Run 1, clock nets:
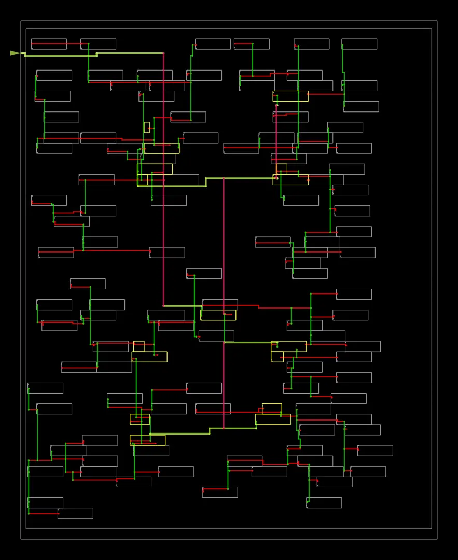
Run 1, signal metal coverage by tile:
The bar under the picture is 20 um long. 22 x 27 tiles, from white (low) to dark blue (high), scaled to the fullest tile. Values are wire area over tile area, all layers added.
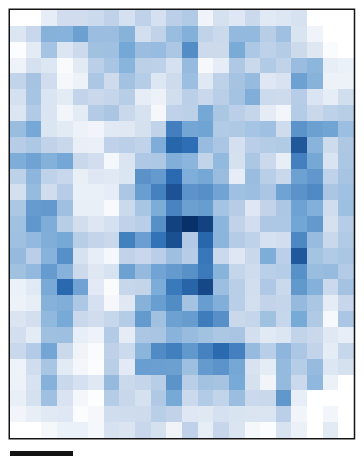
Run 1, routed clock nets over the placement:
The bar under the picture is 20 um long.
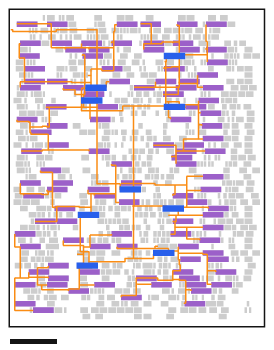
**src/rtl/instruction_fetch_unit.sv**
```systemverilog
// Instruction fetch unit: holds the PC, presents it to instruction memory and
// registers the returned word, with branch redirect, stall and text-segment wrap.
module instruction_fetch_unit #(
  parameter int                 WIDTH        = 32,
  parameter int                 MEMORY_DEPTH = 64,
  parameter logic [WIDTH-1:0]   RESET_PC     = 32'h00400000
) (
  input  logic             clock,
  input  logic             reset,
  input  logic             stall_i,
  input  logic             branch_en_i,
  input  logic [WIDTH-1:0] branch_target_i,
  input  logic [WIDTH-1:0] Instruction_i,
  output logic [WIDTH-1:0] Address_o,
  output logic [WIDTH-1:0] instr_o,
  output logic [WIDTH-1:0] pc_o,
  output logic [WIDTH-1:0] pc_plus4_o,
  output logic             fetch_valid_o,
  output logic             misaligned_o,
  output logic [15:0]      fetch_count_o
);

  // Address of the final word in the text segment; stepping past it wraps to the base.
  localparam logic [WIDTH-1:0] LAST_PC = RESET_PC + WIDTH'(4 * (MEMORY_DEPTH - 1));

  logic [WIDTH-1:0] pc_q;

  assign Address_o  = pc_q;
  assign pc_plus4_o = pc_o + WIDTH'(4);

  // Branch beats stall, stall beats a normal fetch; a branch squashes the word at Address_o.
  always_ff @(posedge clock or posedge reset) begin
    if (reset) begin
      pc_q          <= RESET_PC;
      instr_o       <= '0;
      pc_o          <= '0;
      fetch_valid_o <= 1'b0;
      misaligned_o  <= 1'b0;
      fetch_count_o <= '0;
    end else if (branch_en_i) begin
      pc_q          <= {branch_target_i[WIDTH-1:2], 2'b00};
      fetch_valid_o <= 1'b0;
      if (branch_target_i[1:0] != 2'b00)
        misaligned_o <= 1'b1;
    end else if (!stall_i) begin
      instr_o       <= Instruction_i;
      pc_o          <= pc_q;
      fetch_valid_o <= 1'b1;
      if (fetch_count_o != 16'hFFFF)
        fetch_count_o <= fetch_count_o + 16'd1;
      if (pc_q == LAST_PC)
        pc_q <= RESET_PC;
      else
        pc_q <= pc_q + WIDTH'(4);
    end
  end

endmodule

```
**config.mk**
```make
export PLATFORM = sky130hd
export DESIGN_NAME = instruction_fetch_unit
export DESIGN_NICKNAME = d
export VERILOG_FILES = /design/src/rtl/instruction_fetch_unit.sv
export SDC_FILE = /design/constraint.sdc
export NUM_CORES = 1
export LEC_CHECK = 0
export CAP_MARGIN = 20
export CORE_ASPECT_RATIO = 1.25
export CORE_UTILIZATION = 40
export DETAILED_ROUTE_END_ITERATION = 10
export HOLD_SLACK_MARGIN = 0.06
export PLACE_DENSITY_LB_ADDON = 0.08
export SLEW_MARGIN = 20
export SYNTH_ARGS = -nofsm -noshare
export SYNTH_HDL_FRONTEND = slang
export SYNTH_SLANG_ARGS = --single-unit
```
**constraint.sdc**
```tcl
create_clock -name clock -period 3.8 [get_ports clock]
set_input_delay 0.76 -clock clock [delete_from_list [all_inputs] [get_ports clock]]
set_output_delay 0.76 -clock clock [all_outputs]
set_load 0.005 [all_outputs]
```
==> Changelog: implementation, run 1 <==
### Physical design

* Clock network power share at 27.4%
* Max-cap violations at 0
* And+or+nand+nor area frac at 28.92%
* Chip area at 14700 um2
* Initial antenna violation count at 0
* FP Core Util at 41.16%
* Worst R2R End: Address_o[26]$_DFFE_PP0P_
* Met1 WL at 7.044 mm
* Synth logic family: simple AND/OR/NAND/NOR gates
* XOR Share, Synth at 6.470%
* Die height at 135.3 um
* Hold Path Sink: instr_o[1]$_DFFE_PP0P_
* Largest class: registers
* Final setup fails at 0
* Ys cells at 660
* Crit path to: pc_plus4_o[30]
* N_taps at 175
* Vias in the first global route at 5210
* R2R Setup Slk at 1.41 ns
* Critical Path Fanout Max at 5
* Int Power at 2.359 mW
* DR vias at 5452
* Number of flops mapped to enable cells by yosys at 0
* Status: finished, final reports clean
* NetSw at 0.9758 mW
* H-Tree Depth at 3
* Root Driver: clkbuf_16
* Top routing layer used: met4
* Distinct lib cells at 52
* WHS at 0.4750 ns
* Late-Pin Clk Latency at 0.35 ns
* CLK BUF at 12
* Util after Layout at 59.32%
* DRT Pass-1 Iters at 6
* # fillers at 1255
* Comb/total area at 33.10%
* Pwr dens at 406.9 nW/um2
* Worst VDD drop at 291.7 uV
* Min Tclk post-route at 3.420 ns
* Critical path's slowest cell: clkdlybuf4s50_1
* CP endpoint kind: output port
* Largest delay share family, worst path: simple AND/OR/NAND/NOR gates
* Setup WS pre-CTS at 0.7466 ns
* CORE AREA at 13810 um2
* Via density at 5.257
* Switching Share at 29.26%
* DR WL met3 at 1.138 mm
* Met2 routed WL at 8.119 mm
* Post-CTS setup buffer count at 0
* Port Buffers at 207
* Clock Path Buffers at 2
* Gpl congestion at 0.9176
* CTS tree: done
* IO Pins at 214
* Slew HR at 47.11%
* Wire length per cell at 16.11 um
* Tcrit/Tclk final at 89.99%
* WL final at 16.70 mm
* Reg area at 2754 um2
* Pwr Total at 3.334 mW
* Std cell rows at 48
* Worst Path Required at 3.04 ns
* RSZ-0062 raised after global routing: false
* Clock-pin slew on the worst setup and hold paths at 0.07 ns
* Multi-input comb cells at 502
## Picture notes: 'clock nets'
Num CTS Buffers: 9
Worst Skew: 0.007670 ns
# clock sinks: 110

## Picture notes: 'signal metal coverage by tile'
mean over tiles = 0.18
nearly empty tiles = 3.5%
densest ninth of the die = middle
tiles over half the peak = 16%

## Picture notes: 'routed clock nets over the placement'
clock wires -> orange  # length 1400 um
flip-flops -> purple  # count 110
clock drivers -> blue  # count 9
routed clock nets = 10
flops lie = all over the die

==> run 1: Yosys cell counts, types with 2 or more instances <==
| library cell | count |
|---|---|
| mux2_2 | 4 |
| nand4_1 | 15 |
| nor3b_1 | 4 |
| or4_1 | 4 |
| a21oi_1 | 20 |
| a221oi_1 | 2 |
| clkbuf_1 | 20 |
| xnor2_1 | 25 |
| a31oi_1 | 2 |
| nor3_1 | 15 |
| and4_1 | 8 |
| o211ai_1 | 3 |
| nand3b_1 | 2 |
| nand2_1 | 213 |
| and2_1 | 4 |
| nor2_1 | 20 |
| nand2b_1 | 3 |
| o31ai_1 | 3 |
| xor2_1 | 17 |
| o41ai_1 | 2 |
| buf_2 | 6 |
| buf_4 | 7 |
| ha_1 | 3 |
| nor2b_1 | 3 |
| nand3_1 | 34 |
| o21ai_0 | 26 |
| or3_1 | 10 |
| a21o_1 | 6 |
| dfrtp_1 | 109 |
| clkbuf_2 | 4 |
| and3_1 | 10 |
| inv_1 | 15 |
| a221o_1 | 7 |
| a22oi_1 | 7 |
| nor4_1 | 10 |
==> run 1: stage by stage <==
| stage | std cells | instance area (um2) |
|---|---|---|
| 6_report | 1037 | 8194 |
| 5_1_grt | 1037 | 8194 |
| 4_1_cts | 1037 | 8194 |
| 3_5_place_dp | 1021 | 7906 |
| 3_3_place_gp | 1021 | 7906 |
| 2_1_floorplan | 665 | 5704 |
==> run 1: power groups by stage <==
stage	clock, mW	combinational, mW	sequential (mW)
finish	0.915	0.875	1.54
global placement	0	0.873	1.55
global route	0.976	0.960	1.57
CTS	0.934	0.887	1.54
detailed placement	0	0.884	1.56
floorplan	0	0.331	1.52
==> run 1: registers in the layout, summed over array words and instances, names as in the netlist <==
name           flops
Address_o         30
fetch_count_o     16
fetch_valid_o      1
instr_o           32
misaligned_o       1
pc_o              30
--- run 2 (diff from run 1) ---
--- a/config.mk
+++ b/config.mk
@@ -5,12 +5,14 @@
 export SDC_FILE = /design/constraint.sdc
 export NUM_CORES = 1
 export LEC_CHECK = 0
+export ABC_AREA = 0
 export CAP_MARGIN = 20
 export CORE_ASPECT_RATIO = 1.25
 export CORE_UTILIZATION = 40
 export DETAILED_ROUTE_END_ITERATION = 10
 export HOLD_SLACK_MARGIN = 0.06
 export PLACE_DENSITY_LB_ADDON = 0.08
+export SETUP_SLACK_MARGIN = 0.02
 export SLEW_MARGIN = 20
 export SYNTH_ARGS = -nofsm -noshare
 export SYNTH_HDL_FRONTEND = slang
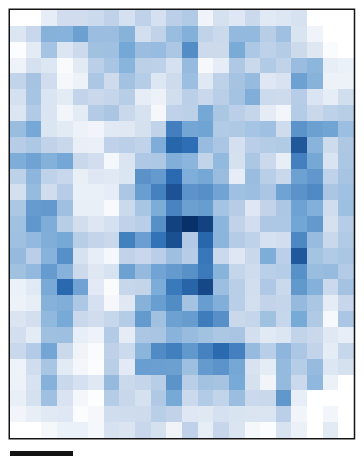
Run 2: signal metal coverage by tile
The bar under the picture is 20 um long. 22 x 27 tiles, from white (low) to dark blue (high), scaled to the fullest tile. Values are wire area over tile area, all layers added.
nearly empty tiles = 3.5%
densest ninth of the die = middle
tiles over half the peak = 16%

==> run 2 against run 1 <==
Net effect: sequential cell count is the same; clock skew is the same; largest cell class unchanged; sequential power about the same; critical endpoint unchanged; non-clock buffer count unchanged; critical path depth did not move; fmax stayed put; wire length unchanged; final cell count is the same; setup slack stayed put.
==> Changelog: implementation, run 2 <==
### Physical design

* Late-Pin Clk Latency at 0.35 ns
* Slew HR at 47.11%
* Pwr Total at 3.334 mW
* CP endpoint kind: output port
* Worst VDD drop at 291.7 uV
* Synth Cell Area at 5685 um2
* Fin nets at 928
* Root Driver: clkbuf_16
* Num CTS Buffers at 9
* Clock Path Buffers at 2
* # clock sinks at 110
* NetSw at 0.9758 mW
* Wire length per cell at 16.11 um
* Worst Path Required at 3.04 ns
* Worst Max-Slew Pin Slew at 0.7914 ns
* Via density at 5.257
* Cell taking the most area after synthesis: dfrtp_1
* Status: finished, final reports clean
* Critical path's slowest cell: clkdlybuf4s50_1
* Util after Layout at 59.32%
* Distinct lib cells at 52
* Number of flops mapped to enable cells by yosys at 0
* Sequential logic power at 1.54 mW
* Most instantiated logic cells after routing: 213 x nand2_1, 207 x clkdlybuf4s50_1, 109 x dfrtp_1
* Vias in the first global route at 5210
* DR vias at 5452
* Area fraction of the dominant cell type after synthesis at 47.98%
* Min Tclk post-route at 3.420 ns
* Final setup fails at 0
* H-Tree Depth at 3
* Ys cells at 660
* Commonest cells in the netlist: 213 x nand2_1, 109 x dfrtp_1, 34 x nand3_1
* Post-cts sizing count at 0
* Dpl hpwl at 12.45 mm
* DRT Pass-1 Iters at 6
* Async set-reset flop share out of synthesis at 100.0%
* CORE AREA at 13810 um2
* XOR Share, Synth at 6.470%
* IO Pins at 214
* WL final at 16.70 mm
* Clock-pin slew on the worst setup and hold paths at 0.07 ns
* Port Buffers at 207
* Largest register FFs at 32
* Gate power share at 26.3%
* Leak Pwr at 3.546 nW
* Tcrit/Tclk final at 89.99%
* Synth Area in Adders at 0.6602%
* Logic power comb at 0.875 mW
* DRC Markers at 0
* Die height at 135.3 um
* Max-cap violations at 0
* Reg with most FFs: instr_o
* Count leader, synth: nand2_1
* Switching Share at 29.26%
* Tool warnings at 26
* Clock network power share at 27.4%
* Gpl congestion at 0.9176
* CTS tree: done
* And+or+nand+nor area frac at 28.92%
* Leading power group: sequential cells
* Int Power at 2.359 mW
* RSZ-0062 raised after global routing: false
* Synth logic family: simple AND/OR/NAND/NOR gates
* FP Core Util at 41.16%
* Std cell rows at 48
* Cell count after placement at 1021
* Post-CTS setup buffer count at 0
* Final TNS setup at 0 ns
* Worst Skew at 0.007670 ns
* Initial antenna violation count at 0
* Critical Path Fanout Max at 5
* Clk. pwr at 0.915 mW
* Pwr dens at 406.9 nW/um2
* Chip area at 14700 um2
* Top cells, area: dfrtp_1 48%, nand2_1 14%, xnor2_1 3.9%, nand3_1 3.0%, xor2_1 2.6%
* Non-Filler Instances at 1037
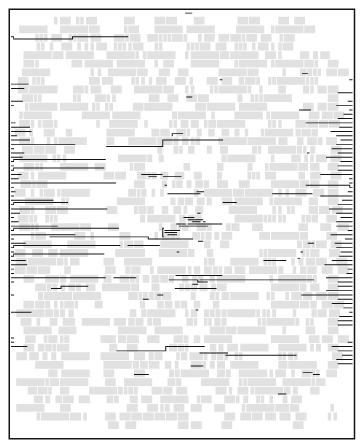
Run 2: met3 routing
Cells faint in the background.
main direction = horizontal
share of all routed wire = 6.8%
nets with wire on the layer = 146

## run 2: worst max-delay path: cells and delay by family (launching register included)
kind / cells / cell delay, ns
flops: 1 / 0.42
buf+inv: 1 / 0.52
fa+ha+maj: 1 / 0.20
simple gates: 4 / 1.01
xor+xnor: 1 / 0.16
## run 2: path summary, 6_finish.rpt
kind / from / to / cells after the start / slack (ns)
worst max-delay path: pc_o[2]$_DFFE_PP0P_ / pc_plus4_o[30] / 7 / 0.38
worst max register to register: Address_o[2]$_DFFE_PP0P_ / Address_o[26]$_DFFE_PP0P_ / 6 / 1.41
worst min-delay path: instr_o[1]$_DFFE_PP0P_ / instr_o[1]$_DFFE_PP0P_ / 2 / 0.47
min in group asynchronous: reset / instr_o[22]$_DFFE_PP0P_ / 2 / 0.80
max in group asynchronous: reset / Address_o[22]$_DFFE_PP1P_ / 3 / 2.24
worst min register to register: instr_o[1]$_DFFE_PP0P_ / instr_o[1]$_DFFE_PP0P_ / 2 / 0.47
## run 2: per-layer routing
metal / wire, um / GRT usage [%] / vias to the layer above
met5: 0 / 0 / -
met2: 8119 / 37.38 / 204
li1: - / - / 2644
met3: 1138 / 5.291 / 25
met4: 400 / 9.309 / 0
met1: 7044 / 28.93 / 2579
## run 2: layout make-up
class	count	area (um2)
flip-flops and latches	110	2754
well taps	175	219.0
inverters	15	58.81
repair buffers	219	2162
multi-input cells	502	2713
fillers	1255	5619
clock buffers	12	256.5
clock inverters	4	31.28
## run 2: through the flow
stage	worst slack (ns)	hold WS, ns	area [um2]
floorplan	0.1394	0.4590	5704
global placement	0.8076	0.4528	7906
detailed placement	0.7466	0.4613	7906
CTS	0.3652	0.4800	8194
global route	0.2419	0.4993	8194
finish	0.3802	0.4750	8194
Power figures rest on the tool's default switching activity, not on a simulated workload.
